--- src/rtl/fire_ctrl_pkg.sv ---
// Shared types and address-width helpers for the fire-module layer controllers.
package fire_ctrl_pkg;

    typedef enum logic [1:0] {
        IDLE,
        RUN,
        DRAIN_LAST,
        DONE
    } state_e;

    function automatic int unsigned addr_w(input int unsigned n);
        return (n <= 1) ? 1 : $clog2(n);
    endfunction

endpackage

--- src/rtl/ofm_writeback.sv ---
// Output-RAM writeback: serialises DSP_NO ofm lanes per sampled pixel.
module ofm_writeback
    import fire_ctrl_pkg::*;
#(
    parameter int WOUT   = 32,
    parameter int DSP_NO = 32,
    localparam int NPIX  = WOUT * WOUT,
    localparam int SW    = addr_w(DSP_NO),
    localparam int OAW   = addr_w(DSP_NO * NPIX),
    localparam int QW    = addr_w(NPIX + 1)
) (
    input  logic           clk,
    input  logic           rst,
    input  logic           clear,
    input  logic           layer_sample,
    output logic           ofm_wr_en,
    output logic [SW-1:0]  ofm_sel,
    output logic [OAW-1:0] ofm_wr_addr,
    output logic [QW-1:0]  q_cnt,
    output logic           overrun
);

    logic           act_q, act_d;
    logic [SW-1:0]  k_q, k_d;
    logic [QW-1:0]  q_q, q_d;
    logic [OAW-1:0] a_q, a_d;
    logic           ovr_q, ovr_d;

    always_comb begin
        act_d = act_q;
        k_d   = k_q;
        q_d   = q_q;
        a_d   = a_q;
        ovr_d = ovr_q;
        if (layer_sample) begin
            if (act_q) ovr_d = 1'b1;
            else       act_d = 1'b1;
        end
        // a_q always tracks k*NPIX + q, so a new burst needs no load
        if (act_q) begin
            if (k_q == SW'(DSP_NO - 1)) begin
                act_d = 1'b0;
                k_d   = '0;
                q_d   = q_q + QW'(1);
                a_d   = OAW'(q_q) + OAW'(1);
            end else begin
                k_d = k_q + SW'(1);
                a_d = a_q + OAW'(NPIX);
            end
        end
        if (clear) begin
            act_d = 1'b0;
            k_d   = '0;
            q_d   = '0;
            a_d   = '0;
        end
    end

    always_ff @(posedge clk or negedge rst) begin
        if (!rst) begin
            act_q <= 1'b0;
            k_q   <= '0;
            q_q   <= '0;
            a_q   <= '0;
            ovr_q <= 1'b0;
        end else begin
            act_q <= act_d;
            k_q   <= k_d;
            q_q   <= q_d;
            a_q   <= a_d;
            ovr_q <= ovr_d;
        end
    end

    assign ofm_wr_en   = act_q;
    assign ofm_sel     = k_q;
    assign ofm_wr_addr = a_q;
    assign q_cnt       = q_q;
    assign overrun     = ovr_q;

endmodule

--- src/rtl/fire5_squeeze_ctrl.sv ---
// Fire5 squeeze layer controller: streams ifm reads channel-major,
// hands ofm writeback to ofm_writeback and tracks layer completion.
module fire5_squeeze_ctrl
    import fire_ctrl_pkg::*;
#(
    parameter int WOUT   = 32,
    parameter int CHIN   = 256,
    parameter int DSP_NO = 32,
    parameter int WIDTH  = 16,
    localparam int NPIX  = WOUT * WOUT,
    localparam int IAW   = addr_w(CHIN * NPIX),
    localparam int OAW   = addr_w(DSP_NO * NPIX),
    localparam int SW    = addr_w(DSP_NO)
) (
    input  logic           clk,
    input  logic           rst,
    input  logic           start,
    input  logic           stall,
    output logic           ifm_rd_en,
    output logic [IAW-1:0] ifm_rd_addr,
    output logic           layer_en,
    input  logic           layer_sample,
    output logic [SW-1:0]  ofm_sel,
    output logic           ofm_wr_en,
    output logic [OAW-1:0] ofm_wr_addr,
    output logic           busy,
    output logic           done,
    input  logic           ram_feedback,
    output logic           overrun
);

    localparam int CW = addr_w(CHIN);
    localparam int PW = addr_w(NPIX);
    localparam int QW = addr_w(NPIX + 1);

    if (CHIN < DSP_NO || WIDTH < 1) begin : g_bad_cfg
        $error("fire5_squeeze_ctrl: CHIN must be >= DSP_NO");
    end

    state_e         state_q, state_d;
    logic [CW-1:0]  c_q, c_d;
    logic [PW-1:0]  p_q, p_d;
    logic [IAW-1:0] addr_q, addr_d;
    logic           len_q, len_d;
    logic           rd_en;
    logic           last_c;
    logic           wb_clear;
    logic           wb_active;
    logic [QW-1:0]  wb_q;

    always_comb begin
        state_d = state_q;
        c_d     = c_q;
        p_d     = p_q;
        addr_d  = addr_q;
        rd_en   = (state_q == RUN) && !stall;
        len_d   = rd_en;
        last_c  = (c_q == CW'(CHIN - 1));
        unique case (state_q)
            IDLE: begin
                c_d    = '0;
                p_d    = '0;
                addr_d = '0;
                if (start) state_d = RUN;
            end
            RUN: begin
                if (rd_en) begin
                    if (!last_c) begin
                        c_d    = c_q + CW'(1);
                        addr_d = addr_q + IAW'(NPIX);
                    end else if (p_q == PW'(NPIX - 1)) begin
                        state_d = DRAIN_LAST;
                        c_d     = '0;
                        p_d     = '0;
                        addr_d  = '0;
                    end else begin
                        c_d    = '0;
                        p_d    = p_q + PW'(1);
                        addr_d = IAW'(p_q) + IAW'(1);
                    end
                end
            end
            DRAIN_LAST: begin
                if (wb_q == QW'(NPIX) && !wb_active) state_d = DONE;
            end
            DONE: begin
                if (ram_feedback) state_d = IDLE;
            end
            default: state_d = IDLE;
        endcase
    end

    always_ff @(posedge clk or negedge rst) begin
        if (!rst) begin
            state_q <= IDLE;
            c_q     <= '0;
            p_q     <= '0;
            addr_q  <= '0;
            len_q   <= 1'b0;
        end else begin
            state_q <= state_d;
            c_q     <= c_d;
            p_q     <= p_d;
            addr_q  <= addr_d;
            len_q   <= len_d;
        end
    end

    assign wb_clear = (state_q == IDLE);

    ofm_writeback #(
        .WOUT   (WOUT),
        .DSP_NO (DSP_NO)
    ) u_wb (
        .clk          (clk),
        .rst          (rst),
        .clear        (wb_clear),
        .layer_sample (layer_sample),
        .ofm_wr_en    (wb_active),
        .ofm_sel      (ofm_sel),
        .ofm_wr_addr  (ofm_wr_addr),
        .q_cnt        (wb_q),
        .overrun      (overrun)
    );

    assign ofm_wr_en   = wb_active;
    assign ifm_rd_en   = rd_en;
    assign ifm_rd_addr = addr_q;
    assign layer_en    = len_q;
    assign busy        = (state_q == RUN) || (state_q == DRAIN_LAST);
    assign done        = (state_q == DONE);

endmodule

--- config.mk ---
export PLATFORM = sky130hd
export DESIGN_NAME = fire5_squeeze_ctrl
export DESIGN_NICKNAME = d
export VERILOG_FILES = /design/src/rtl/fire_ctrl_pkg.sv /design/src/rtl/ofm_writeback.sv /design/src/rtl/fire5_squeeze_ctrl.sv
export SDC_FILE = /design/constraint.sdc
export NUM_CORES = 1
export LEC_CHECK = 0
export CAP_MARGIN = 20
export CORE_ASPECT_RATIO = 1.5
export CORE_UTILIZATION = 55
export CTS_CLUSTER_DIAMETER = 200
export DETAILED_ROUTE_END_ITERATION = 12
export PLACE_DENSITY = 0.8
export SLEW_MARGIN = 20
export SYNTH_ARGS = -nofsm -noshare
export SYNTH_HDL_FRONTEND = slang
export SYNTH_SLANG_ARGS = --single-unit
--- constraint.sdc ---
create_clock -name clk -period 2.45 [get_ports clk]
set_input_delay 0.49 -clock clk [delete_from_list [all_inputs] [get_ports clk]]
set_output_delay 0.49 -clock clk [all_outputs]
set_load 0.05 [all_outputs]
==> metrics.cfg, run 1 <==
[routing]
routedWlPerCell_microns=15.06
drt_iter0_drc=197

[final_timing]
max_slew.worst_pin.slew_ns=0.5431
setup_ws_ns=0.1880
max_slew_margin_pct=63.46

[placement]
dpl_cell_area_sq_um=4204

[synthesis]
ys_sh_adder_pct=4.533
synthTopCellsByCount=dfrtp_1, nor2_1, nand2_1
top_logic_kind=simple AND/OR/NAND/NOR gates
netlist_area_sq_um=3588
ys_cells=355
ys_chip_area_sq_um=3588
ys_seq_share_pct=50.21

[floorplan]
die_h_microns=100.9

[setup_path]
critPathCaptureType=output pin
critPathLaunch=state_q[1]$_DFFE_PN0P_
r2r-start=state_q[1]$_DFFE_PN0P_

[pwr]
pg_clk_mw=0.919
p_switching_mw=1.680

[cells_and_area]
final_cells=486
num-nets-final=426

[clock_tree]
worstSkewPairLatency_ns=0.34
cts_setup_buffers=0

[flow_run]
maxCapViolations=0

[status]
status=finished, final reports clean

-- run 1: area by class of cell --
class                      count  area [sq um]
fill                         470          1821
sequential                    72          1802
multi-input combinational    257          1683
timing repair buffer          60         600.6
clock buffer                   9         123.9
tap                           74         92.59
clock inverter                 7         70.07
inverter                       7         26.28
-- run 1: final timing paths --
path / end / slack [ns] / cells past startpoint
setup / recovery: done / 0.19 / 2
hold / removal: ifm_rd_addr[13]$_DFFE_PN0P_ / 0.15 / 2
setup reg to reg: p_q[8]$_DFFE_PN0P_ / 0.25 / 7
hold reg to reg: u_wb.overrun$_DFFE_PN0P_ / 0.47 / 1
max in group asynchronous: ifm_rd_addr[17]$_DFFE_PN0P_ / 1.96 / 2
min in group clk: u_wb.overrun$_DFFE_PN0P_ / 0.47 / 1
-- run 1: layout by cell type, fill, tap and decap left out, types with 5 or more instances in the layout --
cell type        instances
nor3_1                   8
nand3_1                 11
nor2_1                  36
ha_1                    13
or3_1                    5
a31oi_1                  6
mux2i_1                  5
xnor2_1                 16
nand2_1                 31
o21ai_0                 19
xor2_1                  23
and3_1                   7
nand4_1                 10
nand2b_1                 5
inv_1                    7
clkbuf_8                 9
buf_4                   10
dfrtp_1                 72
a211oi_1                 6
clkdlybuf4s50_1         46
a21oi_1                 16
a22o_1                  10
-- run 1: worst max-delay path, cell delays in order (launching register included) --
cell	delay, ns
dfrtp_1	0.41
ha_1	0.21
clkdlybuf4s50_1	0.81
-- run 1: metal layers --
| layer | share of wire, % | global-route usage, % | routed length [microns] |
|---|---|---|---|
| met2 | 53 | 41.33 | 3888 |
| met1 | 42 | 28.94 | 3067 |
| met3 | 4.1 | 5.882 | 297 |
| met4 | 0.89 | 8.333 | 65 |
| met5 | 0 | 0 | 0 |
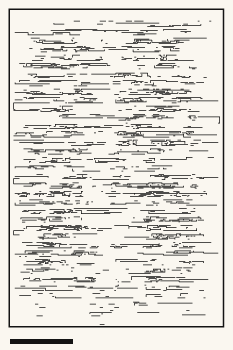
Figure 1: run 1, the metal 1 layer.
The bar under the picture is 20 microns long.
365 nets have wire on it. The layer holds 42% of the routed length.

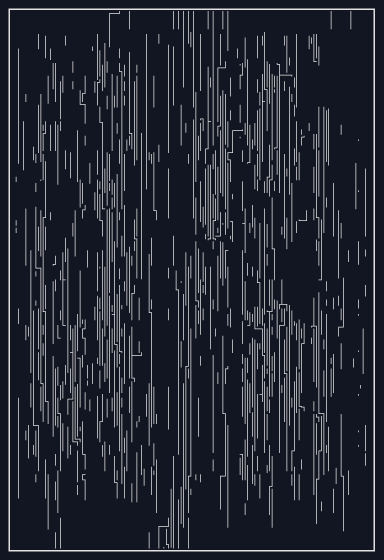
Figure 2: run 1, met2 routing.
The layer holds 53% of the routed length. 365 nets have wire on it. The layer carries 3,890 microns of wire.
final WL: 7319 microns
via count: 2,779
M2 GR Usage: 41.33%

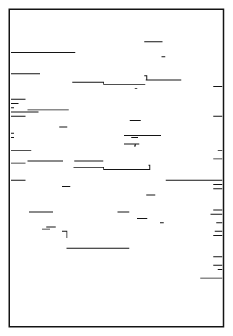
Figure 3: run 1, signal wires on met3.
The layer holds 4.1% of the routed length. The wires run mostly horizontal. The longest straight run is 20.2 microns. The layer carries 297 microns of wire. 44 nets have wire on it.
Global Route met3 Usage: 5.882%

Figure 4. Routing congestion map (run 1).
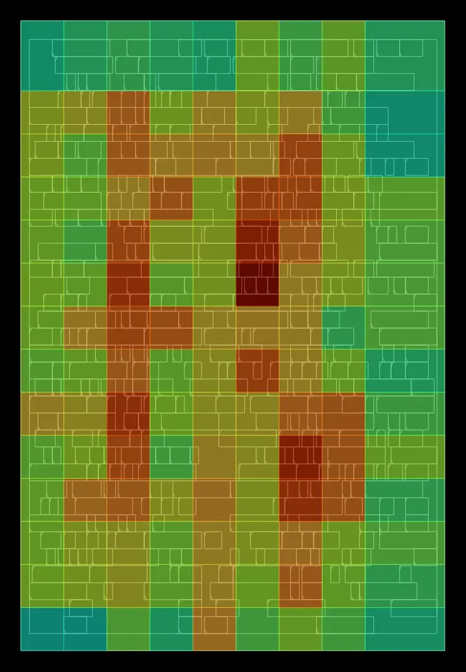

==> run 2, diff against run 1 <==
- PLACE_DENSITY: 0.8 -> 0.89
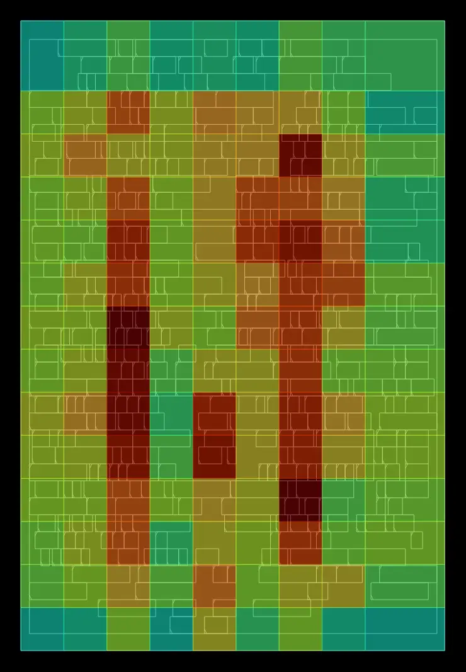
Figure 5: run 2, routing congestion map.
M2 GR Usage: 43.59%
final core occ: 70.80%
DR WL/cell: 15.64 microns

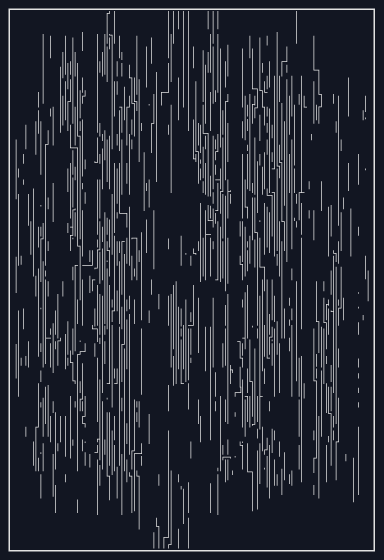
Figure 6: run 2, met2 routing.
The layer carries 4,090 microns of wire. The layer holds 54% of the routed length.

==> run 2 against run 1 <==
Synthesized cell count unchanged; via count grew 2.4%; area after synthesis is the same; flip-flop count unchanged; die size is the same; highest routed layer unchanged; final area up 0.11%; clock skew grew 0.00061 ns; critical path depth is the same; sequential power is essentially flat.
==> metrics.cfg, run 2 <==
[synthesis]
syn_inst=355
synthTopCellsByCount=dfrtp_1, nor2_1, nand2_1
ys.flop_type=dfrtp_1
ys_sh_adder_pct=4.533
netlist_area_sq_um=3588
ys_seq_share_pct=50.21
synth_top_cell_by_count=dfrtp_1
edf_count=0
synthXorXnorAreaFrac_pct=9.519
ys_chip_area_sq_um=3588
top_logic_kind=simple AND/OR/NAND/NOR gates
top_cells_by_area=dfrtp_1, xor2_1, ha_1, xnor2_1, nor2_1
ys_cells=355

[final_timing]
max_slew.worst_pin.slew_ns=0.7639
max_freq_mhz=438.9
setup_viol_count_final=0
rsz0062_at_grt=no
setup_tns_ns=0
max_slew_margin_pct=49.07

[cells_and_area]
num-nets-final=426
drive_gt1_share_pct=8.981
final_cells=486
lay_top_count=dfrtp_1
largest_register_ffs=18
final_cell_mix=dfrtp_1, clkdlybuf4s50_1, nor2_1

[grt]
grt_overflow=0

[setup_path]
critPathLaunch=state_q[1]$_DFFE_PN0P_
crit_end=done
r2r-start=u_wb.ofm_sel[0]$_DFFE_PN0P_
cp-start-kind=flip-flop
crit_fanout=4
reg2regPathDepth=7
r2r-end=u_wb.ofm_wr_addr[11]$_DFFE_PN0P_
regToRegSetupSlack_ns=0.24
critPathCaptureType=output pin

[status]
status=finished, final reports clean

[routing]
drt_iter0_drc=218

[clock_tree]
cts_setup_buffers=0
hold_buffers=0
cts-resized-gates=0
worstSkewPairLatency_ns=0.36

[placement]
placement.io_buffers=49

[floorplan]
die_h_microns=100.9

[flow_run]
maxCapViolations=0

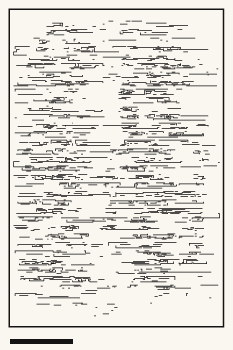
Figure 7: run 2, the metal 1 layer.
The bar under the picture is 20 microns long.
369 nets have wire on it. The layer carries 2,970 microns of wire. The longest straight run is 23.0 microns.
met1 Use GR: 26.57%
via count: 2,845
final WL: 7601 microns

run 2: cell count changes in the layout (fill, tap and decap cells not counted):
cell | before | now
clkbuf_1 | 0 | 1
buf_12 | 3 | 2
clkinvlp_4 | 1 | 0
bufinv_16 | 1 | 2
buf_4 | 10 | 11
inv_6 | 1 | 0
run 2: critical path, cell delays in order, from the launching register on:
cell and delay, ns:
dfrtp_1 0.41, ha_1 0.21, clkdlybuf4s50_1 0.81
run 2: area by class of cell:
type                       count  area [sq um]
tap                           74         92.59
sequential                    72          1802
multi-input combinational    257          1683
clock inverter                 6         83.83
clock buffer                  10         127.6
fill                         472          1815
timing repair buffer          60         588.1
inverter                       7         26.28
run 2: through the flow:
| stage | setup WS [ns] | cell area, sq um |
|---|---|---|
| after floorplan | 0.1004 | 3588 |
| after global placement | 0.2894 | 4192 |
| after detailed placement | 0.2202 | 4192 |
| after CTS | 0.1620 | 4403 |
| after global routing | 0.05709 | 4403 |
| final | 0.1713 | 4403 |
run 2: kinds of logic after synthesis:
kind of cell / after synthesis
AOI/OAI and AO/OA: 68
DFF: 72
adders and majority gates: 13
muxes: 6
buffers and inverters: 26
xor gates and xnor gates: 39
and+or+nand+nor: 131
run 2: metal layers:
layer	wire length, microns	global-route usage, %	vias to the layer above
met1	2973	26.57	1403
met3	289	4.864	24
li1	-	-	1348
met2	4091	43.59	70
met4	246	12.82	0
met5	0	0	-
run 2: power by group:
| part | leakage (nW) | internal [mW] | switching [mW] |
|---|---|---|---|
| registers | 0.938 | 1.42 | 0.228 |
| clock network | 0.110 | 0.570 | 0.450 |
| logic | 0.889 | 0.575 | 1.01 |
Figure 8. Signal wires on met3 (run 2).
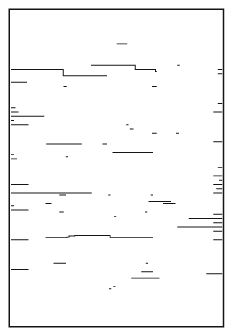

==> run 3, diff against run 2 <==
- CORE_MARGIN: not set -> 2
- GPL_ROUTABILITY_DRIVEN: not set -> 0
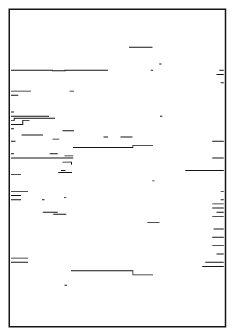
Figure 9: run 3, signal wires on met3.
final WL: 7567 microns
Global Route met3 Usage: 4.497%

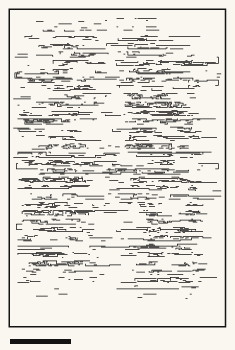
Figure 10: run 3, the metal 1 layer.
The bar under the picture is 20 microns long.
The layer carries 3,040 microns of wire. The wires run mostly horizontal. The longest straight run is 23.5 microns. The layer holds 40% of the routed length. 382 nets have wire on it.

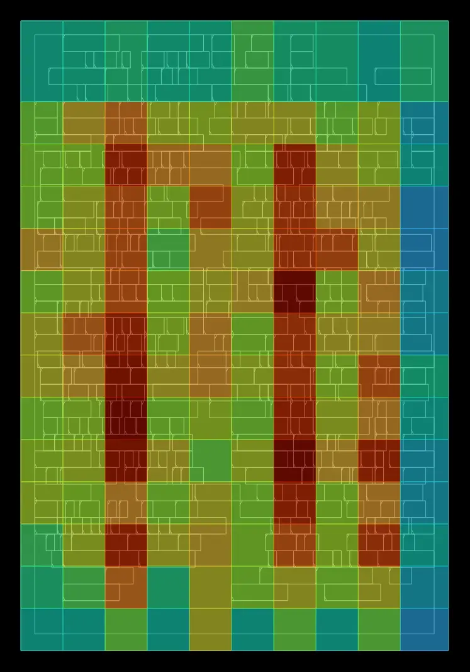
Figure 11: run 3, routing congestion map.
GRT Util Overall: 22.47%
M2 GR Usage: 40.59%
met1 Use GR: 25.27%

==> run 3 against run 2 <==
Sequential share of layout area up 0.070 points; via count down 1.1%; critical path depth unchanged; clock skew down 0.0047 ns; non-clock buffer count up 2; total power down 2.4%; setup slack worse by 0.0033 ns; flip-flop count unchanged; largest power group unchanged.
==> metrics.cfg, run 3 <==
[synthesis]
syn_inst=355
synth_top_cell_by_count=dfrtp_1
top_cells_by_area=dfrtp_1, xor2_1, ha_1, xnor2_1, nor2_1
edf_count=0
ys.flop_type=dfrtp_1

[clock_tree]
hold_buffers=0
worstSkewPairLatency_ns=0.35
cts_setup_buffers=0

[setup_path]
critPathCaptureType=output pin
cp-start-kind=flip-flop
cpPeakStageDelay_ns=0.83
critPathLaunch=state_q[1]$_DFFE_PN0P_
crit_cells=2
cp_cell_sequence=ha_1 -> clkdlybuf4s50_1
crit_fanout=4
crit_end=done
path_buffers=1

[cells_and_area]
largest_register_ffs=18
final_cells=489
fillers=491
final_cell_mix=dfrtp_1, clkdlybuf4s50_1, nor2_1
drive_gt1_share_pct=9.201

[status]
status=finished, final reports clean

[final_timing]
max_freq_mhz=438.2
rsz0062_at_grt=no
setup_tns_ns=0
max_slew_margin_pct=51.77

[placement]
placement.io_buffers=49

[floorplan]
die_h_microns=102.9

[grt]
grt_overflow=0

[routing]
vias=2813

[run 3: report_power, final]
part	internal, mW	switching [mW]	leakage (nW)	total [mW]
Combinational	0.580	1.02	0.899	1.60
Clock	0.488	0.421	0.0989	0.908
Sequential	1.42	0.232	0.938	1.65
[run 3: kinds of logic after synthesis]
| group | Yosys count | synth area share [%] |
|---|---|---|
| adders and majority gates | 13 | 4.533 |
| AOI/OAI and AO/OA | 68 | 12.62 |
| and+or+nand+nor | 131 | 18.41 |
| DFF | 72 | 50.21 |
| muxes | 6 | 1.813 |
| buffers and inverters | 26 | 2.894 |
| xor gates and xnor gates | 39 | 9.519 |
[run 3: layout make-up]
cell class,count,area [sq um],area share [%]
clock inverters,4,45.04,1.025
inverters,7,26.28,0.5978
flip-flops and latches,72,1802,40.99
well taps,76,95.09,2.163
repair buffers,62,603.1,13.72
clock buffers,11,141.4,3.217
multi-input cells,257,1683,38.29
[run 3: per-stage QoR]
stage / utilization (%) / cell area [sq um] / power [mW] / setup slack, ns / hold WS, ns
after global placement: 65.81 / 4209 / 3.211 / 0.2849 / 0.4426
after detailed placement: 65.81 / 4209 / 3.278 / 0.2523 / 0.4476
final: 68.72 / 4395 / 4.156 / 0.1681 / 0.1968
after CTS: 68.72 / 4395 / 4.190 / 0.1639 / 0.2087
after global routing: 68.72 / 4395 / 4.375 / 0.06830 / 0.2606
after floorplan: - / 3588 / 2.716 / 0.1004 / 0.1944
[run 3: routing by layer]
metal	share of wire, %	vias to the layer above	wire length (microns)
met5	0	-	0
met4	2.7	0	202
met3	3.8	19	290
met2	53	70	4031
met1	40	1378	3044
li1	-	1346	-
No activity file was given, so power comes from the tool's default toggle rates.
